==> src/rtl/cnn_layer_seq.sv <==
// Sequencer for one Conv1d+MaxPool layer: loads biases/taps from a 1-cycle ROM, then streams samples and counts pooled outputs.
// Each weight beat takes at least 3 cycles (RD, WAIT, SEND). Every layer strobe holds its data until i_ack.
module cnn_layer_seq #(
    parameter int DW        = 32,
    parameter int IN_CH     = 1,
    parameter int OUT_CH    = 2,
    parameter int SIZE_K    = 3,
    parameter int N_SAMPLES = 16,
    parameter int N_OUT     = 7,
    parameter int AW        = 8
) (
    input  logic                  clk,
    input  logic                  RSTn,
    input  logic                  i_start,
    output logic                  o_busy,
    output logic                  o_done,
    output logic [AW-1:0]         o_w_addr,
    output logic                  o_w_rd,
    input  logic [DW*IN_CH-1:0]   i_w_data,
    input  logic [DW*IN_CH-1:0]   i_x_data,
    input  logic                  i_x_valid,
    output logic                  o_x_ready,
    output logic                  o_EN_w,
    output logic                  o_EN_c,
    input  logic                  i_layer_busy,
    output logic [DW*IN_CH-1:0]   o_data,
    output logic                  o_stb,
    input  logic                  i_ack,
    input  logic                  i_y_stb,
    input  logic                  i_y_ack
);

    localparam int NB = OUT_CH / IN_CH + SIZE_K * OUT_CH;
    localparam int SW = $clog2(N_SAMPLES) + 1;
    localparam int GW = $clog2(N_OUT) + 1;
    localparam logic [AW-1:0] LAST_ADDR = AW'(NB - 1);
    localparam logic [SW-1:0] SENT_MAX  = SW'(N_SAMPLES);
    localparam logic [GW-1:0] GOT_MAX   = GW'(N_OUT);

    typedef enum logic [2:0] {
        S_IDLE,
        S_WEN,
        S_RD,
        S_WAIT,
        S_SEND,
        S_CEN,
        S_RUN,
        S_FIN
    } state_t;

    state_t               state;
    logic [AW-1:0]        addr;
    logic [SW-1:0]        sent;
    logic [GW-1:0]        got;
    logic [DW*IN_CH-1:0]  w_dat;
    logic                 w_stb;

    logic run;
    logic x_stb;
    logic y_hs;

    // In RUN the layer port is a straight pass-through of the sample stream.
    assign run       = (state == S_RUN);
    assign x_stb     = i_x_valid && (sent < SENT_MAX);
    assign o_stb     = run ? x_stb : w_stb;
    assign o_data    = run ? i_x_data : w_dat;
    assign o_x_ready = run && x_stb && i_ack;
    assign y_hs      = run && i_y_stb && i_y_ack;

    always_ff @(posedge clk or negedge RSTn) begin
        if (!RSTn) begin
            state    <= S_IDLE;
            addr     <= '0;
            sent     <= '0;
            got      <= '0;
            w_dat    <= '0;
            w_stb    <= 1'b0;
            o_busy   <= 1'b0;
            o_done   <= 1'b0;
            o_w_addr <= '0;
            o_w_rd   <= 1'b0;
            o_EN_w   <= 1'b0;
            o_EN_c   <= 1'b0;
        end else begin
            case (state)
                S_IDLE: begin
                    if (i_start) begin
                        state  <= S_WEN;
                        addr   <= '0;
                        sent   <= '0;
                        got    <= '0;
                        o_busy <= 1'b1;
                        o_EN_w <= 1'b1;
                    end
                end
                S_WEN: begin
                    o_EN_w   <= 1'b0;
                    o_w_rd   <= 1'b1;
                    o_w_addr <= addr;
                    state    <= S_RD;
                end
                S_RD: begin
                    o_w_rd <= 1'b0;
                    state  <= S_WAIT;
                end
                S_WAIT: begin
                    w_dat <= i_w_data;
                    w_stb <= 1'b1;
                    state <= S_SEND;
                end
                S_SEND: begin
                    if (w_stb && i_ack) begin
                        w_stb <= 1'b0;
                        if (addr == LAST_ADDR) begin
                            state <= S_CEN;
                        end else begin
                            addr     <= addr + 1'b1;
                            o_w_addr <= addr + 1'b1;
                            o_w_rd   <= 1'b1;
                            state    <= S_RD;
                        end
                    end
                end
                S_CEN: begin
                    if (!i_layer_busy) begin
                        o_EN_c <= 1'b1;
                        state  <= S_RUN;
                    end
                end
                S_RUN: begin
                    if (o_x_ready) begin
                        sent <= sent + 1'b1;
                    end
                    // got saturates so late handshakes cannot push it past the exit condition
                    if (y_hs && (got < GOT_MAX)) begin
                        got <= got + 1'b1;
                    end
                    if ((got == GOT_MAX) && (sent == SENT_MAX)) begin
                        o_EN_c <= 1'b0;
                        state  <= S_FIN;
                    end
                end
                S_FIN: begin
                    // done is raised for the last FIN cycle so it overlaps o_busy
                    if (o_done) begin
                        o_done <= 1'b0;
                        o_busy <= 1'b0;
                        state  <= S_IDLE;
                    end else if (!i_layer_busy) begin
                        o_done <= 1'b1;
                    end
                end
                default: begin
                    state <= S_IDLE;
                end
            endcase
        end
    end

    a_done_in_busy: assert property (@(posedge clk) disable iff (!RSTn)
        o_done |-> o_busy);

    a_weight_hold: assert property (@(posedge clk) disable iff (!RSTn)
        (state == S_SEND && o_stb && !i_ack) |=> (o_stb && $stable(o_data)));

    a_no_stb_idle: assert property (@(posedge clk) disable iff (!RSTn)
        (state == S_IDLE) |-> !o_stb);

    a_enw_rd_excl: assert property (@(posedge clk) disable iff (!RSTn)
        !(o_EN_w && o_w_rd));

endmodule

==> config.mk <==
export PLATFORM = sky130hd
export DESIGN_NAME = cnn_layer_seq
export DESIGN_NICKNAME = d
export VERILOG_FILES = /design/src/rtl/cnn_layer_seq.sv
export SDC_FILE = /design/constraint.sdc
export NUM_CORES = 1
export LEC_CHECK = 0
export ABC_AREA = 1
export CAP_MARGIN = 20
export CORE_AREA = 2 2 88 90
export CTS_CLUSTER_SIZE = 10
export DETAILED_ROUTE_END_ITERATION = 7
export DIE_AREA = 0 0 90 92
export PLACE_DENSITY = 0.92
export SYNTH_ARGS = -nofsm -noshare
export SYNTH_HDL_FRONTEND = slang
export SYNTH_SLANG_ARGS = --single-unit
==> constraint.sdc <==
create_clock -name clk -period 3.9 [get_ports clk]
set_input_delay 0.78 -clock clk [delete_from_list [all_inputs] [get_ports clk]]
set_output_delay 0.78 -clock clk [all_outputs]
set_load 0.1 [all_outputs]
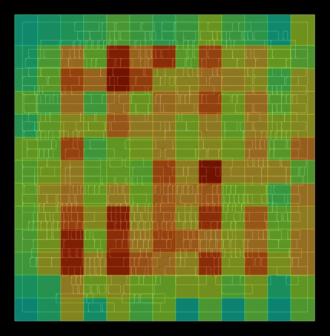
**Above:** run 1 (routing congestion).
Avg WL per Cell: 14.3 um
final core occ: 0.723

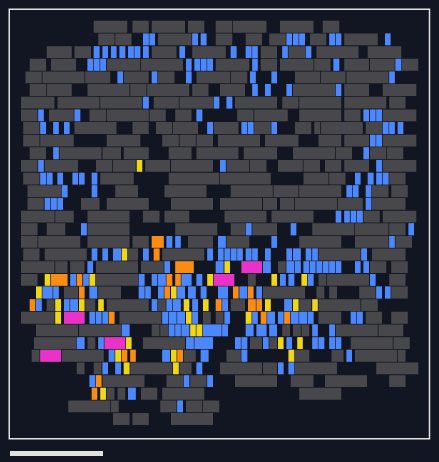
**Above:** run 1 (logic cells by family).
The bar under the picture is 20 um long.
| colour | family | cells | most used |
|---|---|---|---|
| yellow | inv cells | 32 | inv_1 |
| magenta | fa/ha/maj cells | 5 | ha_1 |
| orange | nor cells | 23 | nor2_1 |
| blue | nand cells | 220 | nand2_1 |

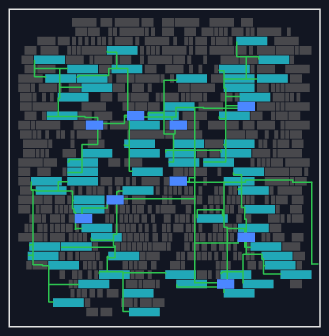
**Above:** run 1 (clock distribution).
[blue] clock drivers | count: 9
[green] clock wires | length: 837 um
[cyan] flip-flops | count: 66
routed clock nets: 10
flops lie: widely spread

==> run 1: per-stage QoR <==
step / cell area [um^2] / setup slack [ns] / hold slack [ns] / instances
2_1_floorplan: 3600 / 1.34 / 0.463 / 425
3_3_place_gp: 5160 / 1.25 / 0.459 / 634
3_5_place_dp: 5160 / 1.23 / 0.469 / 634
4_1_cts: 5380 / 0.890 / 0.487 / 650
5_1_grt: 5380 / 0.745 / 0.517 / 650
6_report: 5380 / 0.918 / 0.485 / 650
==> run 1: metal layers <==
metal	vias to the layer above	global-route usage
met5	-	0
met4	0	0.0705
met3	15	0.0797
met2	116	0.430
met1	1555	0.264
li1	1585	-
==> results.ini, run 1 <==
[finish]
logic_area_mm2=0.00173
fillers=573
largest_class=combinational gates
clk_share=0.0407
regArea_mm2=0.00165
comb_share=0.322
clkbuf_count=11
comb_cells=314
fin_nets=620
non_clock_buffer_count=120
final-nonclk-buf-share=0.285
mostFrequentLayoutCells=nand2_1 (186), clkdlybuf4s50_1 (83), dfrtp_1 (66)

[yosys]
edf_count=0
synth.most_common_cell=nand2_1
ff_type=dfrtp_1
ys_ff=66
synth_warnings=0
async_flop_share=1.00

[sta]
fmax_ghz=0.335
fin_skew_ns=0.00639
period_used_share=0.765
finalSetupTns_ns=0

[placed_design]
hpwlAfterDp_um=6960
place_congestion=0.927

[clock_network]
cts_tree=done
ctsResizeCount=0
clkTransAtPathRegs_ns=0.07
insertion_delay_ns=0.34
cts_sinks=66

[drt]
wl_met1_um=3570
route.met2.wl_um=5000

[job]
maxCapViolations=0

[grt]
grt_pass1_vias=3305
grt_antenna_before_repair=0

[floorplanning]
floorplan.die_area_mm2=0.00828
well_tap_count=102

[setup_path]
worst_path_max_delay_cell=dfrtp_1
critPathKind=register to output port
critPathRequiredTime_ns=3.12
startpoint_type=register

[outcome]
status=finished, final reports clean

[worst_hold_path]
hp-class=register to register
hp-start=o_EN_w

==> run 1 -> run 2 <==
CORE_AREA = 2 2 96 98   (was 2 2 88 90)
DIE_AREA = 0 0 98 100   (was 0 0 90 92)
PLACE_DENSITY = 0.83   (was 0.92)
clock period = 2.64 ns   (was 3.9 ns; I/O delays follow)
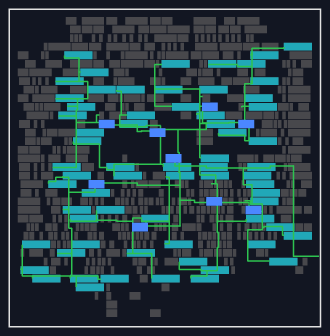
**Above:** run 2 (clock distribution).
[cyan] flip-flops | count: 66
[green] clock wires | length: 884 um
[blue] clock drivers | count: 9
routed clock nets: 10

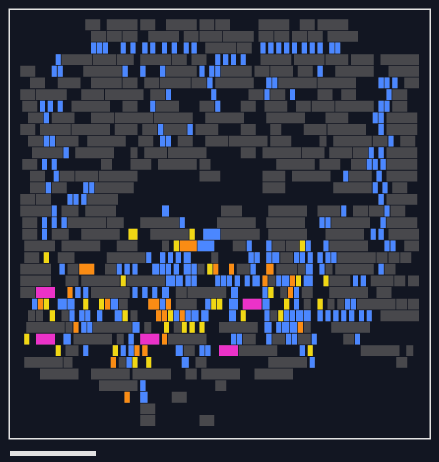
**Above:** run 2 (logic cells by family).
The bar under the picture is 20 um long.
| colour | family | cells | most used |
|---|---|---|---|
| yellow | inv cells | 32 | inv_1 |
| blue | nand cells | 220 | nand2_1 |
| magenta | fa/ha/maj cells | 5 | ha_1 |
| orange | nor cells | 23 | nor2_1 |

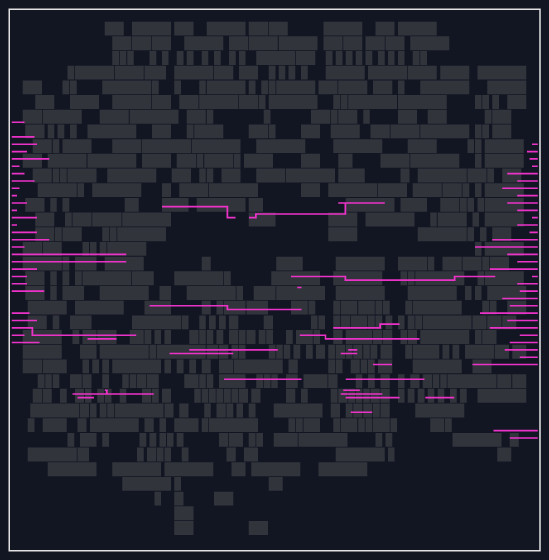
**Above:** run 2 (metal 3).
wire length on this layer: 567 um
main direction: horizontal
nets with wire on the layer: 76
longest straight run: 20.9 um
share of all routed wire: 6.4%

==> run 2 against run 1 <==
- hold slack lost 0.24 ns
- sequential share of layout area grew 0.32 points
- register-to-register slack lost 1.1 ns
- setup slack lost 0.72 ns
- area after synthesis is the same
==> results.ini, run 2 <==
[outcome]
status=finished, final reports clean

[grt]
grtUsageMet2=0.332
grt_util_met1=0.236
grt_antenna_before_repair=0
met3_usage=0.0620

[finish]
layout.cells.non_filler=660
fillers=776
regArea_mm2=0.00165
non_clock_buffer_count=121
clk_share=0.0319
mostFrequentLayoutCells=nand2_1 (186), clkdlybuf4s50_1 (70), dfrtp_1 (66)

[sta]
fmax_ghz=0.410
period_used_share=0.925
finalSetupTns_ns=0

[clock_network]
cts_tree=done
insertion_delay_ns=0.34

[setup_path]
startpoint_type=register

[worst_hold_path]
hp-class=primary input to asynchronous set/reset pin

[placed_design]
hpwlAfterDp_um=6770
dp_cells=644
place_congestion=0.805

[drt]
wl_per_cell_um=13.5
wl_met1_um=3700

[yosys]
ff_type=dfrtp_1
edf_count=0

[floorplanning]
floorplan.die_area_mm2=0.00980

[run 2: netlist changes by cell type in the layout (fill, tap and decap cells not counted), sizes merged]
cell           previous run  this run
clkinvlp                  1         3
clkinv                    2         4
clkbuf                   11         9
bufinv                    2         0
buf                      37        51
clkdlybuf4s50            83        70
[run 2: logic make-up (layout without fill, tap and decap cells)]
kind of cell	count (synthesis)	after routing	synth area share
xor+xnor	2	2	0.00487
fa+ha+maj	5	5	0.0174
flops	66	66	0.459
simple gates	244	244	0.277
compound gates	31	31	0.0529
buf+inv	45	169	0.0595
mux	32	32	0.129
[run 2: critical path: stages, from the launching register on]
cell and delay, ns:
dfrtp_1 0.48, inv_1 0.10, nand3_1 0.22, buf_6 0.33
nand2_1 0.11, nand2_1 0.13, buf_12 0.18
==> run 2 -> run 3 <==
SETUP_SLACK_MARGIN = 0.15   (was unset)
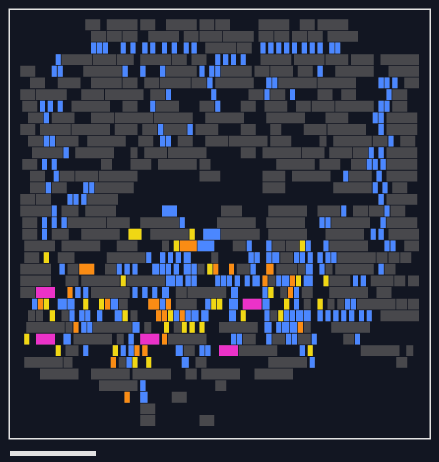
**Above:** run 3 (logic cells by family).
The bar under the picture is 20 um long.
| colour | family | cells | most used |
|---|---|---|---|
| yellow | inv cells | 32 | inv_1 |
| magenta | fa/ha/maj cells | 5 | ha_1 |
| orange | nor cells | 23 | nor2_1 |
| blue | nand cells | 220 | nand2_1 |

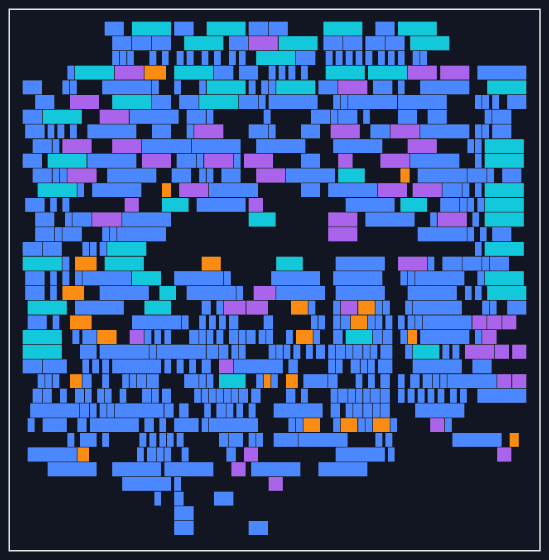
**Above:** run 3 (cells by drive strength).
| colour | size | cells | most used |
|---|---|---|---|
| purple | _3 and _4 cells | 50 | mux2_4 |
| cyan | _6 and larger | 45 | buf_12 |
| orange | _2 cells | 21 | o21ai_2 |
| blue | _0 and _1 cells | 433 | nand2_1 |

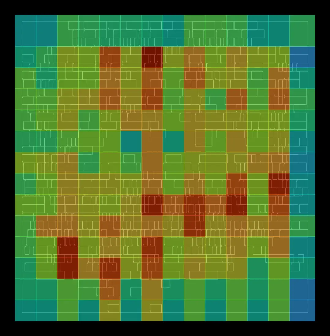
**Above:** run 3 (routing congestion).
GRT busiest layer: met2
Global Route met2 Usage: 0.333
met1 Resource Use GR: 0.238
Total GRT Usage: 0.192
final core occ: 0.600

==> run 3 against run 2 <==
- first-iteration DRC count up 5.9%
- flip-flop count unchanged
- sequential share of layout area shrank 0.065 points
- synthesized cell count did not move
- highest routed layer unchanged
- setup slack gained 0.11 ns
==> results.ini, run 3 <==
[placed_design]
placed_area_mm2=0.00515
dp_cells=644
hpwlAfterDp_um=6770
place_congestion=0.805
post-place-ws_ns=0.442

[finish]
fin_nets=621
layout.cells.non_filler=660
fillers=772
final_area_mm2=0.00534
regArea_mm2=0.00165
mostFrequentLayoutCells=nand2_1 (186), clkdlybuf4s50_1 (70), dfrtp_1 (66)

[yosys]
async_flop_share=1.00
edf_count=0
ys_ff=66
ff_type=dfrtp_1

[clock_network]
insertion_delay_ns=0.34
cts_tree=done
clkTransAtPathRegs_ns=0.08
cts_sinks=66

[setup_path]
cp.depth=6
startpoint_type=register
worst_path_max_delay_cell=dfrtp_1
timing.critical_path.mode_cell=nand2_1
max_stage_delay_ns=0.48
cp_cell_sequence=inv_1 -> nand3_2 -> buf_8 -> nand2_1 -> nand2_1 -> buf_12
regToRegStartpoint=state[0]
critPathKind=register to output port
cp_top_family=buffers and inverters

[sta]
finalSetupTns_ns=0
period_used_share=0.883
fmax_ghz=0.429
layout_setup_ws_ns=0.309
fin_skew_ns=0.00756

[drt]
wl_met1_um=3750
route.met2.wl_um=4580
wl_per_cell_um=13.5
wl_met3_um=546

[grt]
grt_antenna_before_repair=0
grt_pass1_vias=3322
met3_usage=0.0606

[outcome]
status=finished, final reports clean

[worst_hold_path]
hp-class=primary input to asynchronous set/reset pin

[floorplanning]
floorplan.die_area_mm2=0.00980

[job]
maxCapViolations=0

==> run 3: repair_timing <==
item                                    CTS  global route
gates cloned                              0             0
endpoints found under the setup margin   32            33
resized                                   2             4
hold buffers                              0             0
==> run 3: kinds of logic (layout without fill, tap and decap cells) <==
group | after synthesis | in the layout | synth area share
compound gates | 31 | 31 | 0.0529
fa+ha+maj | 5 | 5 | 0.0174
simple gates | 244 | 244 | 0.277
mux | 32 | 32 | 0.129
flops | 66 | 66 | 0.459
buf+inv | 45 | 169 | 0.0595
xor+xnor | 2 | 2 | 0.00487
==> run 3: cell type report <==
class                      count  share of cell area
clock buffer                   9              0.0232
clock inverter                 7             0.00867
sequential                    66               0.309
multi-input combinational    314               0.326
timing repair buffer         121               0.284
inverter                      32              0.0234
tap                          111              0.0260
